==> config.mk <==
export PLATFORM = sky130hd
export DESIGN_NAME = aes_spi_responder
export DESIGN_NICKNAME = d
export VERILOG_FILES = /design/src/rtl/aes_spi_responder.sv
export SDC_FILE = /design/constraint.sdc
export NUM_CORES = 1
export LEC_CHECK = 0
export CAP_MARGIN = 10
export CORE_UTILIZATION = 35
export CTS_BUF_LIST = sky130_fd_sc_hd__clkbuf_16
export CTS_CLUSTER_DIAMETER = 80
export CTS_CLUSTER_SIZE = 16
export DETAILED_ROUTE_END_ITERATION = 16
export SLEW_MARGIN = 20
export SYNTH_ARGS = -nofsm -noshare
export SYNTH_HDL_FRONTEND = slang
export SYNTH_SLANG_ARGS = --single-unit
==> constraint.sdc <==
create_clock -name clk -period 24.1 [get_ports clk]
set_input_delay 4.82 -clock clk [delete_from_list [all_inputs] [get_ports clk]]
set_output_delay 4.82 -clock clk [all_outputs]
set_load 0.1 [all_outputs]
==> src/rtl/aes_spi_responder.sv <==
// SPI responder for one AES frame: shifts in block and key, runs the core, shifts out the result.
// Optional sticky late-result flag when AES_SPI_RESP_ERR_EN is defined.
module aes_spi_responder #(
  parameter int DATA_W     = 128,
  parameter int KEY_W      = 256,
  parameter int GAP_CYCLES = 4
) (
  input  logic              clk,
  input  logic              rst,
  input  logic              CS,
  input  logic              SDI,
  input  logic [1:0]        Nk_val,
  output logic              SDO,
  output logic              core_start,
  output logic [DATA_W-1:0] core_data,
  output logic [KEY_W-1:0]  core_key,
  output logic [1:0]        core_Nk_val,
  input  logic              core_done,
  input  logic [DATA_W-1:0] core_result,
  output logic              frame_done
`ifdef AES_SPI_RESP_ERR_EN
  ,
  output logic              late_err
`endif
);

  typedef enum logic [1:0] {
    RX_DATA,
    RX_KEY,
    GAP,
    TX
  } state_t;

  localparam logic [8:0] DATA_LAST = 9'(DATA_W - 1);
  localparam logic [8:0] KEY_LAST  = 9'(KEY_W - 1);
  localparam logic [8:0] GAP_LAST  = 9'(GAP_CYCLES - 1);

  state_t            state_q;
  state_t            state_d;
  logic [8:0]        cnt_q;
  logic [8:0]        cnt_d;
  logic [DATA_W-1:0] tx_q;
  logic              rv_q;
  logic              start_q;
  logic              done_q;
  logic              sdo_q;
  logic              last;

  always_comb begin
    state_d = state_q;
    cnt_d   = cnt_q + 9'd1;
    last    = 1'b0;
    unique case (state_q)
      RX_DATA: begin
        last = (cnt_q == DATA_LAST);
        if (last) state_d = RX_KEY;
      end
      RX_KEY: begin
        last = (cnt_q == KEY_LAST);
        if (last) state_d = GAP;
      end
      GAP: begin
        last = (cnt_q == GAP_LAST);
        if (last) state_d = TX;
      end
      TX: begin
        last = (cnt_q == DATA_LAST);
        if (last) state_d = RX_DATA;
      end
      default: state_d = RX_DATA;
    endcase
    if (last) cnt_d = '0;
    if (CS) begin
      state_d = RX_DATA;
      cnt_d   = '0;
    end
  end

  always_ff @(posedge clk or posedge rst) begin
    if (rst) begin
      state_q     <= RX_DATA;
      cnt_q       <= '0;
      tx_q        <= '0;
      rv_q        <= 1'b0;
      start_q     <= 1'b0;
      done_q      <= 1'b0;
      sdo_q       <= 1'b0;
      core_data   <= '0;
      core_key    <= '0;
      core_Nk_val <= 2'b00;
`ifdef AES_SPI_RESP_ERR_EN
      late_err    <= 1'b0;
`endif
    end else begin
      state_q <= state_d;
      cnt_q   <= cnt_d;
      start_q <= 1'b0;
      done_q  <= 1'b0;
      if (CS) begin
        sdo_q <= 1'b0;
        rv_q  <= 1'b0;
        tx_q  <= '0;
      end else begin
        unique case (state_q)
          RX_DATA: begin
            core_data <= {core_data[DATA_W-2:0], SDI};
            sdo_q     <= 1'b0;
          end
          RX_KEY: begin
            core_key <= {core_key[KEY_W-2:0], SDI};
            if (cnt_q == 9'd0) core_Nk_val <= Nk_val;
            if (last) begin
              start_q <= 1'b1;
              tx_q    <= '0;
              rv_q    <= 1'b0;
            end
          end
          GAP: begin
            if (core_done) begin
              tx_q <= core_result;
              rv_q <= 1'b1;
            end
`ifdef AES_SPI_RESP_ERR_EN
            if (last && !(rv_q || core_done)) late_err <= 1'b1;
`endif
          end
          TX: begin
            sdo_q <= tx_q[DATA_W-1];
            tx_q  <= tx_q << 1;
            if (last) begin
              done_q <= 1'b1;
              rv_q   <= 1'b0;
            end
          end
          default: sdo_q <= 1'b0;
        endcase
      end
    end
  end

  // A chip-select abort landing on the start cycle must not launch the core
  assign core_start = start_q & ~CS;
  assign frame_done = done_q;
  assign SDO        = sdo_q;

endmodule

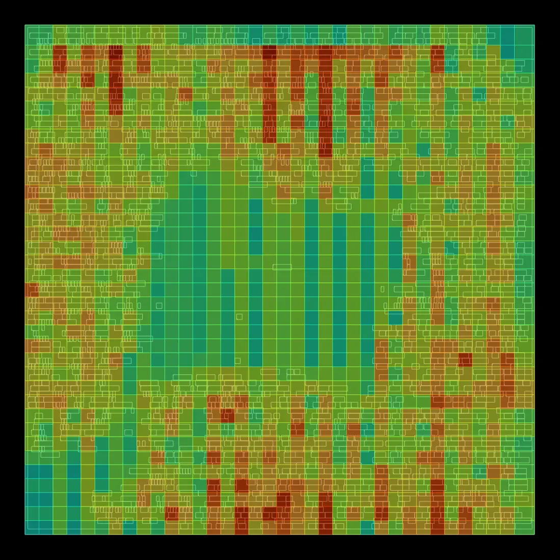
*Congestion heat map*
fraction of met1 tracks used by global routing: 22.85%
GR Util met2: 28.77%
global routing met3 resource utilization: 5.375%

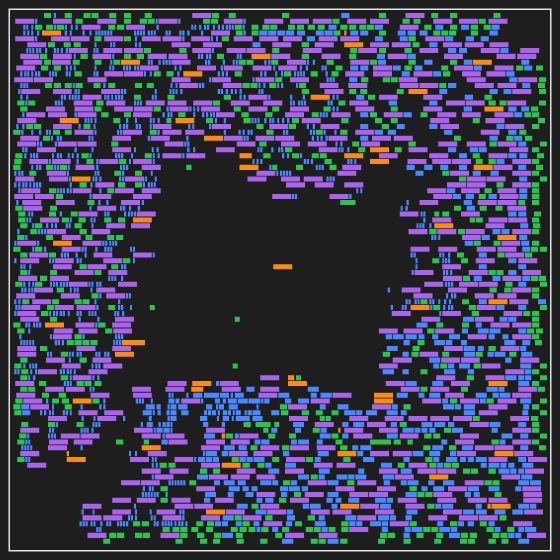
*Cells colored by class*
remaining buffers and delay cells -> green  # cells 541, share of their area 20%
remaining logic cells -> blue  # cells 1232, share of their area 29%
registers -> purple  # cells 528, share of their area 48%
clock drivers and dummy loads -> orange  # cells 51, share of their area 4.1%
core area: 61600 sq um
register fraction of the total cell area: 45.97%

==> qor.log <==
[die] height of the chip 251.4 um
[die] Core Util at FP 35.35%
[grt] total congestion overflow 0
[cts] Clock Latency Late Sink 570 ps
[outcome] status completed
[cts] post-cts hold buffer count 0
[grt] number of global-route vias before repair 15300
[route] Detailed Route WL 56970 um
[route] initial DRC count 1171
[final_timing] final setup violation count 0
[yosys] number of enable flip-flop cells 0
[critical_path] Critical Path Source Type input port
[cts] clock root cell sky130_fd_sc_hd__clkbuf_16
[critical_path] internal reg-to-reg setup slack 20520 ps
[yosys] cell type with the highest aggregate area in the netlist sky130_fd_sc_hd__dfrtp_1
[yosys] share of the synthesized area in the top cell type 60.68%
[critical_path] Crit path buffers/inverters 2
[critical_path] Critical Path End Type output port
[yosys] cell count listed in synth_stat.txt 1875
[critical_path] cell family with most CP delay buffers and inverters
[final_timing] portion of the clock cycle consumed by the worst path in the final layout 48.91%
[final_timing] final tally of hold violations 0
[yosys] synthesized area 21780 sq um
[pwr] P_int 1476 uW
[final_timing] worst hold slack across all endpoints 484.3 ps
[yosys] AND/OR/NAND/NOR Cells, Area Fraction 14.39%
[yosys] FA/HA/MAJ Cells, Area Fraction 0.4022%
[cts] number of buffers on the longest clock path 3
[cells_and_area] final net count 2485
[yosys] xor-xnor portion of the synthesized cell area 0.2413%
[route] total vias in the final route 15060
[critical_path] highest fanout seen on the critical path 9
[yosys] fraction of the yosys area taken by sequential cells 60.68%
[final_timing] Worst Max-Slew Pin Slew 1140 ps
[route] Avg WL per Cell 17.84 um
[cts] number of sinks driven by the clock tree 528
[cells_and_area] most common cell after layout, fill and taps aside sky130_fd_sc_hd__nand2_1
[critical_path] signal arrival time at the worst endpoint 6970 ps
[place] minimum setup slack after placement 12320 ps
[route] highest metal layer with signal wires met5
[cells_and_area] Final Instance Count excl. Fillers 3194
[pwr] total power 2255 uW
[critical_path] critical path's largest stage delay 1160 ps
[cells_and_area] leading cell types in the layout, fill and taps excluded 772 x sky130_fd_sc_hd__nand2_1, 528 x sky130_fd_sc_hd__dfrtp_1, 523 x sky130_fd_sc_hd__clkdlybuf4s50_1
[job] Maximum Capacitance Violations 0
[grt] total global-route track usage 17.76%
[final_timing] final-layout setup total negative slack 0 ps
[yosys] most frequently used cell type in the post-synthesis netlist sky130_fd_sc_hd__nand2_1
[hold_path] worst hold path depth 2
[route] DR vias/cell 4.714
[yosys] mux contribution to synthesized area 15.39%
[die] x dimension of the die 251.4 um
[critical_path] Crit Path Class in -> out
[route] DRC violations left 0
[cts] number of clock buffers inserted by TritonCTS 40
[yosys] Cell Type Count 41
[place] detailed placer's ending HPWL 38430 um
[yosys] top post-synthesis cells by area sky130_fd_sc_hd__dfrtp_1 61%, sky130_fd_sc_hd__nand2_1 13%, sky130_fd_sc_hd__mux2_4 8.2%
[hold_path] class of the most critical hold timing path reg -> reg
[route] met2 layer wire length in the routed design 27170 um
[cts] maximum level of the CTS H-tree 2
[yosys] net count after synthesis 2017
[place] number of port buffers 523
[place] final weighted congestion in routability-driven placement 0.7957
[yosys] gate count after technology mapping 1875
[yosys] main logic family after synthesis multiplexers
[place] dpl cells 3136
[critical_path] R2R Path End tx_q[74]
[die] DIE AREA 63220 sq um
[final_timing] setup slack after layout 12310 ps
[grt] gr busiest metal met2
[critical_path] reg2reg start cnt_q[0]
[route] Antenna Nets Post-Route 0
[critical_path] CP most frequent cell sky130_fd_sc_hd__clkdlybuf4s50_1
[pwr] total power divided by cell area 78.44 nW/um^2
[grt] antenna violations before repair 7
[yosys] predominant post-synthesis flop cell sky130_fd_sc_hd__dfrtp_1
[yosys] Warnings, synthesis 0
[yosys] Seq cells post-synth 528
[pwr] Switching Fraction 34.55%
[yosys] per-instance average area after synthesis 11.61 sq um
[route] TritonRoute pass-1 iters 5
[hold_path] launch point of the worst hold path core_key[95]
[route] routed wire length on met3 4096 um
[pwr] power share of the combinational group 28.0%
[job] warning total across the stage logs 42
[critical_path] cell-by-cell listing of the critical path clkdlybuf4s50_1 > nor2b_1 > clkdlybuf4s50_1
[yosys] proportion of synthesized flip-flops having asynchronous set or reset 100.0%
[final_timing] number of max-slew violations in the final report 0
[pwr] leakage 0.01432 uW
[cells_and_area] fraction of layout cells with a size suffix above 1 14.20%
[grt] first-pass GRT wire length 89270 um
[hold_path] worst hold path endpoint core_key[96]
[pwr] switching power total 779.0 uW
[cells_and_area] area growth from synthesis to final layout 31.99%
[pwr] peak ir drop on the vdd network 0.06702 mV
[die] number of rows in the core area 91
[yosys] post-synth area from yosys stat 21780 sq um
[grt] maximum number of pins on one net before global-route repair 164
[final_timing] min Tclk post-route 11790 ps
[critical_path] FF-to-FF path depth 10
[cts] CTS clock-pin slew for the worst setup and hold paths 70 ps
[cts] CTS tree yes
[final_timing] Fin Clk Skew 21.69 ps
[final_timing] Rel. slew slack 23.73%
[cts] cell resize tally after clock tree synthesis 0
[pwr] proportion of power drawn by flip-flops and latches 43.7%
[critical_path] required time worst endpoint 19280 ps
[yosys] cell types with the highest counts after synthesis 774 x sky130_fd_sc_hd__nand2_1, 528 x sky130_fd_sc_hd__dfrtp_1, 138 x sky130_fd_sc_hd__mux2_2
[final_timing] timing-limited maximum frequency 84.84 MHz
[cts] postcts setup bufs 0
[pwr] share of total power in the clock network 28.3%
[final_timing] unrepaired setup endpoints after global routing no
[die] Ports 524
[critical_path] crit path max-delay cell type sky130_fd_sc_hd__clkdlybuf4s50_1
[route] total routed wire length on the met1 layer 24240 um
[yosys] share of synthesized cell area in and-or and or-and compound cells 5.464%
area by class of cell:
| cell class | count | area (sq um) |
|---|---|---|
| fill | 5687 | 32860 |
| sequential | 528 | 13210 |
| multi-input combinational | 1222 | 7866 |
| timing repair buffer | 541 | 5415 |
| clock buffer | 42 | 1051 |
| tap | 837 | 1047 |
| clock inverter | 9 | 92.59 |
| inverter | 10 | 45.04 |
| antenna | 5 | 12.51 |
cells by family after synthesis:
| logic type | after synthesis |
|---|---|
| flops | 528 |
| xor+xnor | 6 |
| mux | 258 |
| buf+inv | 125 |
| compound gates | 138 |
| simple gates | 813 |
| fa+ha+maj | 7 |
power by group through the flow:
stage                     Clock [uW]  Sequential [uW]  Combinational [uW]
after detailed placement           0             1000                 631
after floorplan                    0             1180                 349
after global placement             0             1000                 625
after global routing             690              994                 663
final                            638              986                 630
after CTS                        664              986                 633
metrics by stage:
stage	cell area (sq um)	util, %
5_1_grt	28740	46.66
2_1_floorplan	21780	-
3_5_place_dp	27530	44.69
4_1_cts	28670	46.55
3_3_place_gp	27530	44.69
6_report	28740	46.66
state kept, by name (all words and copies together), names as in the netlist:
register     count
tx_q           128
start_q          1
core_data      128
core_key       256
frame_done       1
cnt_q            9
state_q          2
SDO              1
core_Nk_val      2
worst min-delay path: stages, from the launching register on:
cell and delay [ps]:
sky130_fd_sc_hd__dfrtp_1 370, sky130_fd_sc_hd__nand2_1 60, sky130_fd_sc_hd__nand2_1 50
worst max path at each step:
stage | slack, ps | cells past startpoint | to | startpoint
after floorplan | 4530 | 1 | SDO | rst
after global placement | 12330 | 3 | core_start | CS
after detailed placement | 12320 | 3 | core_start | CS
after CTS | 12290 | 3 | core_start | CS
after global routing | 12270 | 3 | core_start | CS
final | 12310 | 3 | core_start | CS
Power is estimated from default activity; no workload was simulated.
